Design uart_tx_arbiter, sky130hd; sources not shown.
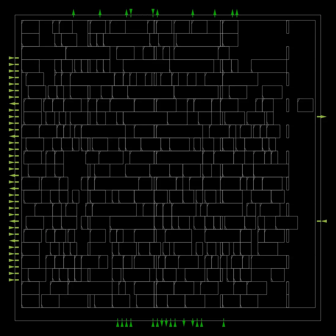
(images/final_placement.png)
fin util: 68.83%
Flops: 18

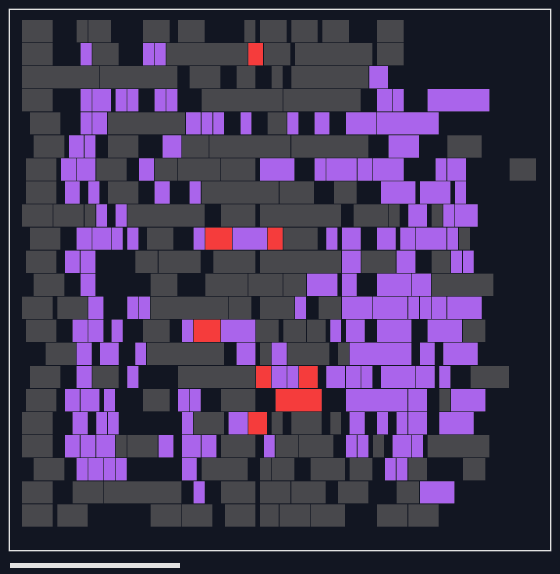
(images/gate_families.png)
The bar under the picture is 20 µm long.
legend:
  purple:
    family: NAND gates
    cells: 147
  red:
    family: inverting AOI/OAI gates
    cells: 8
combinational fraction of the cell area: 42.60%
Top cell excl fill/tap: nand2_1
Final Instance Count excl. Fillers: 338

==> job_summary.md <==
### Metrics collected by this job

| Metric | Value |
|---|---|
| Outcome | finished with violations |
| Failing checks | setup timing |
| Total power draw | 5406 µW |
| Sw frac | 55.17% |
| Fraction of layout cells with a size suffix above 1 | 33.45% |
| Critical-path top delay cell | dfstp_2 |
| Floorplan net count | ~250 |
| Power Density | 2145 mW/mm² |
| CP top delay family | simple AND/OR/NAND/NOR gates |
| Fin worst setup slack | -0.1327 ns |
| Area post-placement | ~0.0022 mm² |
| Levels on crit path | 12 |
| Hold Crit Class | primary input to flip-flop |
| Grt ovf | 0 |
| Synth logic family | simple AND/OR/NAND/NOR gates |
| Critical setup path kind | flip-flop to flip-flop |
| Clock transition at path regs | 0.07 ns |
| Clock Latency Late Sink | 0.25 ns |
| RePlAce Congestion | 0.8161 |
| Routed wire per std cell | 13.04 µm |
| Hpwl dp | 3114 µm |
| First-iteration detailed-routing DRC count | 88 |
| Cell row count | 22 |
| Vias per Instance | ~5.0 |
| Die W | 63.69 µm |
| Number of port buffers | 60 |
| Slew HR | 46.17% |
| Worst slew pin tran | ~0.80 ns |
| I/O Pins | 62 |
| Logic gate share of total power | 78.0% |
| Post CTS Setup Buffer Count | 12 |
| Final-report setup violation count | 8 |
| Worst hold stages | 2 |
| Fp_density | 40.53% |
| Final instance area | 0.002520 mm² |
| Drt drc | 0 |
| Seq share, synth | 30.52% |
| Worst path bufs/invs | 3 |
| Gr usage total | roughly 23% |
| Pin count of the biggest net entering global routing | 19 |
| Number of antenna violations at the first check in global routing | 0 |
| Final Hold Viols | 0 |
| Antenna diodes | 0 |
| Worst Path Required | 1.74 ns |
| WP data arrival | 1.87 ns |
| Synthesis area per yosys | 0.001484 mm² |
| CP Launch Type | flip-flop |
| Max stage delay on crit path | 0.59 ns |
| CTS resizes | 69 |
[cell usage after synthesis]
library cell	count	share of area, %
nand2_1	72	18
nand3_1	42	14
dfrtp_1	16	27
nand2_4	11	8.3
nand4_1	11	4.6
inv_1	10	2.5
nor2_1	9	2.3
nand2_2	6	2.5
inv_2	4	1.0
nor2_2	3	1.3
buf_1	2	0.51
buf_2	2	0.67
buf_4	2	1.0
dfstp_2	2	3.5
o21ai_1	2	0.67
o21ai_2	2	1.2
o22ai_1	2	0.84
buf_12	1	1.3
buf_6	1	0.76
clkbuf_1	1	0.25
conb_1	1	0.25
inv_4	1	0.42
nand2_8	1	1.3
nand3_2	1	0.67
nand3b_1	1	0.51
nand3b_4	1	1.3
nor2_8	1	1.3
o2111ai_2	1	1.0
o21ai_0	1	0.34
[layer usage]
metal / wire length, µm / track usage [%] / up-vias
met2: 2368 / 41.76 / 54
met4: 77 / 7.386 / 0
li1: - / - / 851
met5: 0 / 0 / -
met3: 217 / 3.986 / 8
met1: 1746 / 26.09 / 773
[cell families after synthesis]
group	Yosys count
AOI/OAI and AO/OA	8
buffers and inverters	24
DFF	18
other	1
and+or+nand+nor	159
[power groups by stage]
stage	Combinational (µW)	Clock [µW]	Sequential (µW)
5_1_grt	4510	394	846
4_1_cts	3920	369	799
2_1_floorplan	2130	0	1280
6_report	4220	361	827
3_3_place_gp	3490	0	792
3_5_place_dp	3530	0	797
[cell type report]
type	instances	area [µm²]
plain buffers	7	71.32
multi-input cells	169	1074
repair buffers	77	732.0
clock buffers	4	55.05
inverters	15	71.32
well taps	48	60.06
flip-flops and latches	18	456.7
fillers	307	1141
Power figures rest on the tool's default switching activity, not on a simulated workload.
